[config.mk]
export PLATFORM = sky130hd
export DESIGN_NAME = alu_sequencer_flat
export DESIGN_NICKNAME = d
export VERILOG_FILES = /design/src/rtl/alu_sequencer_if.sv /design/src/rtl/alu_sequencer.sv /design/src/flat_wrapper.sv
export SDC_FILE = /design/constraint.sdc
export NUM_CORES = 1
export LEC_CHECK = 0
export ABC_CLOCK_PERIOD_IN_PS = 2200
export CORE_MARGIN = 2
export CORE_UTILIZATION = 39
export CTS_BUF_LIST = sky130_fd_sc_hd__clkbuf_8
export CTS_CLUSTER_SIZE = 25
export DETAILED_ROUTE_END_ITERATION = 7
export PLACE_DENSITY = 0.78
export SLEW_MARGIN = 20
export SYNTH_ARGS = -nofsm -noshare
export SYNTH_HDL_FRONTEND = slang
export SYNTH_SLANG_ARGS = --single-unit
[constraint.sdc]
create_clock -name clock -period 2.2 [get_ports clock]
set_clock_uncertainty 0.1 [all_clocks]
set_input_delay 0.44 -clock clock [delete_from_list [all_inputs] [get_ports clock]]
set_output_delay 0.44 -clock clock [all_outputs]
set_load 0.01 [all_outputs]
[src/rtl/alu_sequencer_if.sv]
// Bundle of the requester, ALU and response signals around alu_sequencer.
//
// Handshake rule shared by every channel here: a transfer happens on the
// rising clock edge where valid and ready are both high. A source may drop
// valid before it is accepted; once rsp_valid is raised the response fields
// stay stable until that transfer edge.
interface alu_sequencer_if #(
    parameter int DATA_BUS = 8,
    parameter int OP_BUS   = 6
);
    logic                req0_valid;
    logic                req0_ready;
    logic [DATA_BUS-1:0] req0_a;
    logic [DATA_BUS-1:0] req0_b;
    logic [OP_BUS-1:0]   req0_op;

    logic                req1_valid;
    logic                req1_ready;
    logic [DATA_BUS-1:0] req1_a;
    logic [DATA_BUS-1:0] req1_b;
    logic [OP_BUS-1:0]   req1_op;

    logic [DATA_BUS-1:0] alu_op_a_bus;
    logic [DATA_BUS-1:0] alu_op_b_bus;
    logic [OP_BUS-1:0]   alu_op_code_bus;
    logic [2:0]          alu_enables;
    logic [DATA_BUS:0]   alu_result_bus;

    logic                rsp_valid;
    logic                rsp_ready;
    logic [DATA_BUS:0]   rsp_result;
    logic                rsp_id;
    logic                rsp_illegal;

    // Sequencer side.
    modport slave (
        input  req0_valid, req0_a, req0_b, req0_op,
        input  req1_valid, req1_a, req1_b, req1_op,
        output req0_ready, req1_ready,
        output alu_op_a_bus, alu_op_b_bus, alu_op_code_bus, alu_enables,
        input  alu_result_bus,
        output rsp_valid, rsp_result, rsp_id, rsp_illegal,
        input  rsp_ready
    );

    // Requester / ALU / consumer side.
    modport master (
        output req0_valid, req0_a, req0_b, req0_op,
        output req1_valid, req1_a, req1_b, req1_op,
        input  req0_ready, req1_ready,
        input  alu_op_a_bus, alu_op_b_bus, alu_op_code_bus, alu_enables,
        output alu_result_bus,
        input  rsp_valid, rsp_result, rsp_id, rsp_illegal,
        output rsp_ready
    );
endinterface

[src/rtl/alu_sequencer.sv]
// Round-robin sequencer in front of the 8-bit ALU: accepts one transaction
// from either requester, walks the ALU through load/execute, captures the
// registered result and returns it tagged with the requester ID. Opcodes the
// ALU does not implement are answered immediately with result 0 and the
// illegal flag, without loading the ALU.
module alu_sequencer #(
    parameter int DATA_BUS = 8,
    parameter int OP_BUS   = 6
) (
    input  logic                clock,
    input  logic                reset_n,
    alu_sequencer_if.slave      bus,
    output logic                busy,
    output logic [2:0]          state_dbg
);

    typedef enum logic [2:0] {
        IDLE = 3'd0,
        LOAD = 3'd1,
        EXEC = 3'd2,
        CAPT = 3'd3,
        RESP = 3'd4
    } state_t;

    localparam logic [OP_BUS-1:0] OP_ADD = OP_BUS'(6'h20);
    localparam logic [OP_BUS-1:0] OP_SUB = OP_BUS'(6'h22);
    localparam logic [OP_BUS-1:0] OP_AND = OP_BUS'(6'h24);
    localparam logic [OP_BUS-1:0] OP_OR  = OP_BUS'(6'h25);
    localparam logic [OP_BUS-1:0] OP_XOR = OP_BUS'(6'h26);
    localparam logic [OP_BUS-1:0] OP_NOR = OP_BUS'(6'h27);
    localparam logic [OP_BUS-1:0] OP_SRA = OP_BUS'(6'h03);
    localparam logic [OP_BUS-1:0] OP_SRL = OP_BUS'(6'h02);

    function automatic logic is_legal(input logic [OP_BUS-1:0] op);
        case (op)
            OP_ADD, OP_SUB, OP_AND, OP_OR, OP_XOR, OP_NOR, OP_SRA, OP_SRL:
                is_legal = 1'b1;
            default:
                is_legal = 1'b0;
        endcase
    endfunction

    state_t              state_q;
    state_t              state_d;
    logic                last_grant_q;
    logic [DATA_BUS-1:0] a_q;
    logic [DATA_BUS-1:0] b_q;
    logic [OP_BUS-1:0]   op_q;
    logic [DATA_BUS:0]   rsp_result_q;
    logic                rsp_id_q;
    logic                rsp_illegal_q;

    logic                any_valid;
    logic                grant_id;
    logic [DATA_BUS-1:0] sel_a;
    logic [DATA_BUS-1:0] sel_b;
    logic [OP_BUS-1:0]   sel_op;
    logic                sel_legal;
    logic                ready_0;
    logic                ready_1;
    logic                accept;
    logic [2:0]          enables;
    logic                rsp_valid_c;

    // Round-robin pick: on contention the requester not served last wins.
    always_comb begin
        any_valid = bus.req0_valid | bus.req1_valid;
        grant_id  = 1'b0;
        if (bus.req0_valid && bus.req1_valid) begin
            grant_id = ~last_grant_q;
        end else if (bus.req1_valid) begin
            grant_id = 1'b1;
        end
        sel_a     = grant_id ? bus.req1_a  : bus.req0_a;
        sel_b     = grant_id ? bus.req1_b  : bus.req0_b;
        sel_op    = grant_id ? bus.req1_op : bus.req0_op;
        sel_legal = is_legal(sel_op);
    end

    // State register.
    always_ff @(posedge clock or negedge reset_n) begin
        if (!reset_n) begin
            state_q <= IDLE;
        end else begin
            state_q <= state_d;
        end
    end

    // Next state and per-state outputs; readys are held low while in reset.
    always_comb begin
        state_d     = state_q;
        ready_0     = 1'b0;
        ready_1     = 1'b0;
        enables     = 3'b000;
        rsp_valid_c = 1'b0;
        case (state_q)
            IDLE: begin
                if (reset_n && any_valid) begin
                    ready_0 = ~grant_id;
                    ready_1 = grant_id;
                    state_d = sel_legal ? LOAD : RESP;
                end
            end
            LOAD: begin
                enables = 3'b111;
                state_d = EXEC;
            end
            EXEC: state_d = CAPT;
            CAPT: state_d = RESP;
            RESP: begin
                rsp_valid_c = 1'b1;
                if (bus.rsp_ready) begin
                    state_d = IDLE;
                end
            end
            default: state_d = IDLE;
        endcase
        accept = ready_0 | ready_1;
    end

    // Transaction latch, ALU bus hold registers and response capture.
    always_ff @(posedge clock or negedge reset_n) begin
        if (!reset_n) begin
            last_grant_q  <= 1'b1;
            a_q           <= '0;
            b_q           <= '0;
            op_q          <= '0;
            rsp_result_q  <= '0;
            rsp_id_q      <= 1'b0;
            rsp_illegal_q <= 1'b0;
        end else begin
            if (accept) begin
                last_grant_q <= grant_id;
                rsp_id_q     <= grant_id;
                if (sel_legal) begin
                    // Buses only move for work the ALU will actually do.
                    a_q  <= sel_a;
                    b_q  <= sel_b;
                    op_q <= sel_op;
                end else begin
                    rsp_result_q  <= '0;
                    rsp_illegal_q <= 1'b1;
                end
            end
            if (state_q == CAPT) begin
                rsp_result_q  <= bus.alu_result_bus;
                rsp_illegal_q <= 1'b0;
            end
        end
    end

    assign bus.req0_ready      = ready_0;
    assign bus.req1_ready      = ready_1;
    assign bus.alu_op_a_bus    = a_q;
    assign bus.alu_op_b_bus    = b_q;
    assign bus.alu_op_code_bus = op_q;
    assign bus.alu_enables     = enables;
    assign bus.rsp_valid       = rsp_valid_c;
    assign bus.rsp_result      = rsp_result_q;
    assign bus.rsp_id          = rsp_id_q;
    assign bus.rsp_illegal     = rsp_illegal_q;
    assign busy                = (state_q != IDLE);
    assign state_dbg           = state_q;

endmodule

[src/flat_wrapper.sv]
// flat-port wrapper written by rule: the top's interface ports become plain ports
module alu_sequencer_flat 
#(
    parameter int DATA_BUS = 8,
    parameter int OP_BUS   = 6
)
  (clock, reset_n, busy, state_dbg, bus_req0_valid, bus_req0_a, bus_req0_b, bus_req0_op, bus_req1_valid, bus_req1_a, bus_req1_b, bus_req1_op, bus_req0_ready, bus_req1_ready, bus_alu_op_a_bus, bus_alu_op_b_bus, bus_alu_op_code_bus, bus_alu_enables, bus_alu_result_bus, bus_rsp_valid, bus_rsp_result, bus_rsp_id, bus_rsp_illegal, bus_rsp_ready);
  alu_sequencer_if #(.DATA_BUS(DATA_BUS), .OP_BUS(OP_BUS)) bus_i ();
  input  logic clock;
  input  logic reset_n;
  output logic busy;
  output logic [2:0] state_dbg;
  input wire logic [$bits(bus_i.req0_valid)-1:0] bus_req0_valid;
  input wire logic [$bits(bus_i.req0_a)-1:0] bus_req0_a;
  input wire logic [$bits(bus_i.req0_b)-1:0] bus_req0_b;
  input wire logic [$bits(bus_i.req0_op)-1:0] bus_req0_op;
  input wire logic [$bits(bus_i.req1_valid)-1:0] bus_req1_valid;
  input wire logic [$bits(bus_i.req1_a)-1:0] bus_req1_a;
  input wire logic [$bits(bus_i.req1_b)-1:0] bus_req1_b;
  input wire logic [$bits(bus_i.req1_op)-1:0] bus_req1_op;
  output wire logic [$bits(bus_i.req0_ready)-1:0] bus_req0_ready;
  output wire logic [$bits(bus_i.req1_ready)-1:0] bus_req1_ready;
  output wire logic [$bits(bus_i.alu_op_a_bus)-1:0] bus_alu_op_a_bus;
  output wire logic [$bits(bus_i.alu_op_b_bus)-1:0] bus_alu_op_b_bus;
  output wire logic [$bits(bus_i.alu_op_code_bus)-1:0] bus_alu_op_code_bus;
  output wire logic [$bits(bus_i.alu_enables)-1:0] bus_alu_enables;
  input wire logic [$bits(bus_i.alu_result_bus)-1:0] bus_alu_result_bus;
  output wire logic [$bits(bus_i.rsp_valid)-1:0] bus_rsp_valid;
  output wire logic [$bits(bus_i.rsp_result)-1:0] bus_rsp_result;
  output wire logic [$bits(bus_i.rsp_id)-1:0] bus_rsp_id;
  output wire logic [$bits(bus_i.rsp_illegal)-1:0] bus_rsp_illegal;
  input wire logic [$bits(bus_i.rsp_ready)-1:0] bus_rsp_ready;
  assign bus_i.req0_valid = bus_req0_valid;
  assign bus_i.req0_a = bus_req0_a;
  assign bus_i.req0_b = bus_req0_b;
  assign bus_i.req0_op = bus_req0_op;
  assign bus_i.req1_valid = bus_req1_valid;
  assign bus_i.req1_a = bus_req1_a;
  assign bus_i.req1_b = bus_req1_b;
  assign bus_i.req1_op = bus_req1_op;
  assign bus_req0_ready = bus_i.req0_ready;
  assign bus_req1_ready = bus_i.req1_ready;
  assign bus_alu_op_a_bus = bus_i.alu_op_a_bus;
  assign bus_alu_op_b_bus = bus_i.alu_op_b_bus;
  assign bus_alu_op_code_bus = bus_i.alu_op_code_bus;
  assign bus_alu_enables = bus_i.alu_enables;
  assign bus_i.alu_result_bus = bus_alu_result_bus;
  assign bus_rsp_valid = bus_i.rsp_valid;
  assign bus_rsp_result = bus_i.rsp_result;
  assign bus_rsp_id = bus_i.rsp_id;
  assign bus_rsp_illegal = bus_i.rsp_illegal;
  assign bus_i.rsp_ready = bus_rsp_ready;
  alu_sequencer #(.DATA_BUS(DATA_BUS), .OP_BUS(OP_BUS)) u_core (.clock(clock), .reset_n(reset_n), .bus(bus_i), .busy(busy), .state_dbg(state_dbg));
endmodule
==> images/congestion.png <==
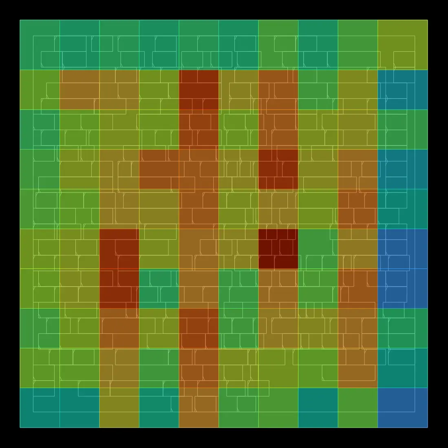
Avg WL per Cell: 16.0 um
GR Util All Layers: 20.4%

==> images/wires.png <==
Scale bar: 20 um. Only two layers are drawn.
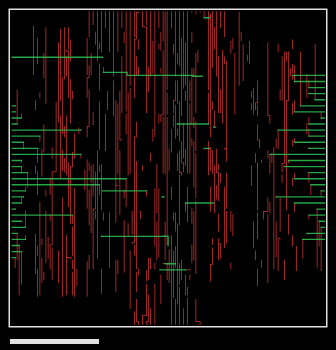
red -> metal 2  # wire length 2,550 um
green -> metal 3  # wire length 371 um

==> images/flops_by_reg.png <==
Scale bar: 20 um. Other sequential cells in the stronger grey, the rest of the logic in the fainter grey.
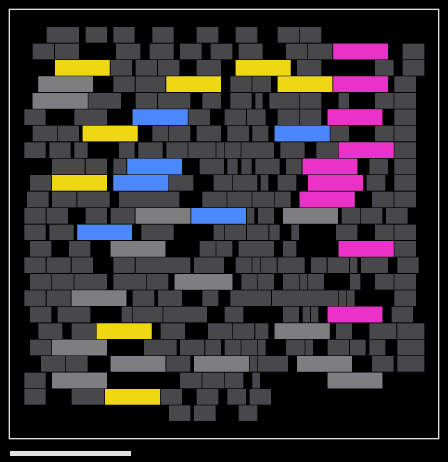
yellow -> u_core.bus.alu_op_b_bus  # sequential cells 8
blue -> u_core.bus.alu_op_code_bus  # sequential cells 6
magenta -> u_core.bus.rsp_result  # sequential cells 9
not coloured = 14

==> results.yml <==
# generated from flow reports
run_status:
  status: "finished, violations left"
  violations: "negative setup slack"
global_route:
  grt-ovfl-total: 0
  met1_usage_pct: 23.6
  met3_usage_pct: 6.55
  grt_pass1_vias: 1659
routing:
  drt_pre_antenna_iters: 4
  wl_met1_mm: 1.89
critical_path:
  arrival_ns: 2.34
  timing.rr.end: "u_core.bus.alu_op_code_bus[0]"
  crit_cells: 7
  cp_max_fo: 8
  cp-startpoint: "bus_req0_op[4]"
  path_buffers: 3
logic_synthesis:
  synth_dominant_cell_count: "mux2_2"
  yosys-top-cells-area: "dfrtp_1 52%, mux2_2 25%, a22o_1 4.5%, dfstp_2 1.5%, buf_6 1.3%"
  synthMuxAreaShare_pct: 25.3
  compound_area_share_pct: 11.8
  synth-main-ff-cell: "dfrtp_1"
  async_reset_ff_share_pct: 100
  ys_top_cells_by_count: "39 x mux2_2, 36 x dfrtp_1, 9 x a22o_1"
  ys_area_um2: 1740
clocking:
  cts_resized: 22
  clock_sinks: 37
  clock_path_buffers: 2
  insertion_delay_ns: 0.29
floorplanning:
  row_count: 24
  die_height_um: 70.8
layout:
  largest_reg_flops: 9
  largest_class: "buffers"
  fill_cells: 342
  flop-count: 37
  nClkBuffers: 5
min_path:
  hold_path.class: "in2async"
sta:
  rsz0062_at_grt: "true"
  finalClockPeriodUsage_pct: 103
  finalWorstSetupSlack_ns: -0.0611
  setup_viol: 12
placed_design:
  place_congestion: 0.698
power:
  p_sw_share_pct: 29.9
  ir_worst_vdd_uv: 553
job:
  drv_cap: 0
==> images/placement_by_type.png <==
Scale bar: 20 um. Fill, decap, tap and diode cells in grey.
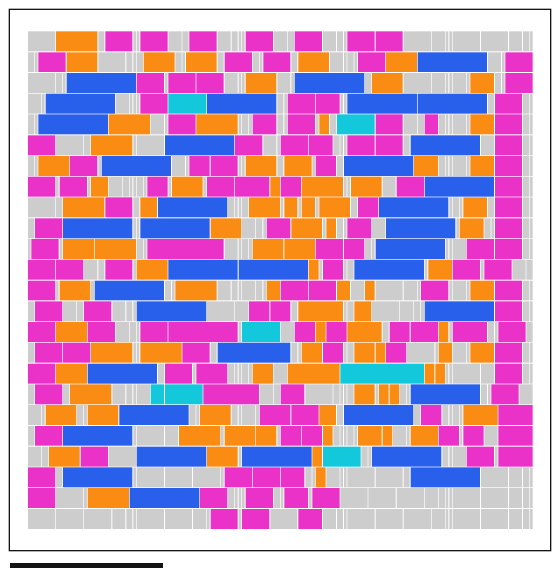
magenta -> other buffers and delay cells  # cells 124, share of their area 40%
cyan -> clock drivers and dummy loads  # cells 7, share of their area 3.4%
orange -> combinational and other logic  # cells 87, share of their area 27%
blue -> flops  # cells 37, share of their area 30%

==> images/cell_density.png <==
7 x 7 tiles, from black (low) to pale yellow (high), 0 to 100% covered.
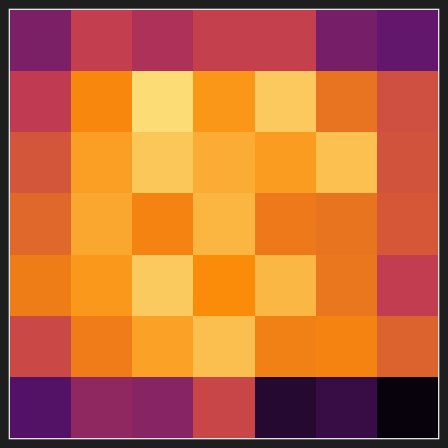
mean over tiles = 62%
emptiest ninth of the die = bottom right
fullest tile = 92%

==> metrics by stage <==
| stage | cell area [um^2] | setup TNS [ns] | setup slack, ns | instances | total power [mW] |
|---|---|---|---|---|---|
| floorplan | 1740 | 0 | 0.0687 | 131 | 1.70 |
| global placement | 2900 | -10.35 | -0.360 | 294 | 2.54 |
| detailed placement | 2900 | -11.27 | -0.399 | 294 | 2.57 |
| CTS | 3070 | -0.0962 | -0.0176 | 303 | 3.20 |
| global route | 3160 | -0.948 | -0.0914 | 307 | 3.41 |
| finish | 3160 | -0.513 | -0.0611 | 307 | 3.23 |
==> power by group through the flow <==
stage	logic (mW)	clock network [mW]	registers, mW
floorplan	0.479	0	1.22
global placement	1.47	0	1.08
detailed placement	1.48	0	1.09
CTS	1.54	0.579	1.08
global route	1.68	0.606	1.13
finish	1.57	0.570	1.09
Power and IR drop assume default switching activity.
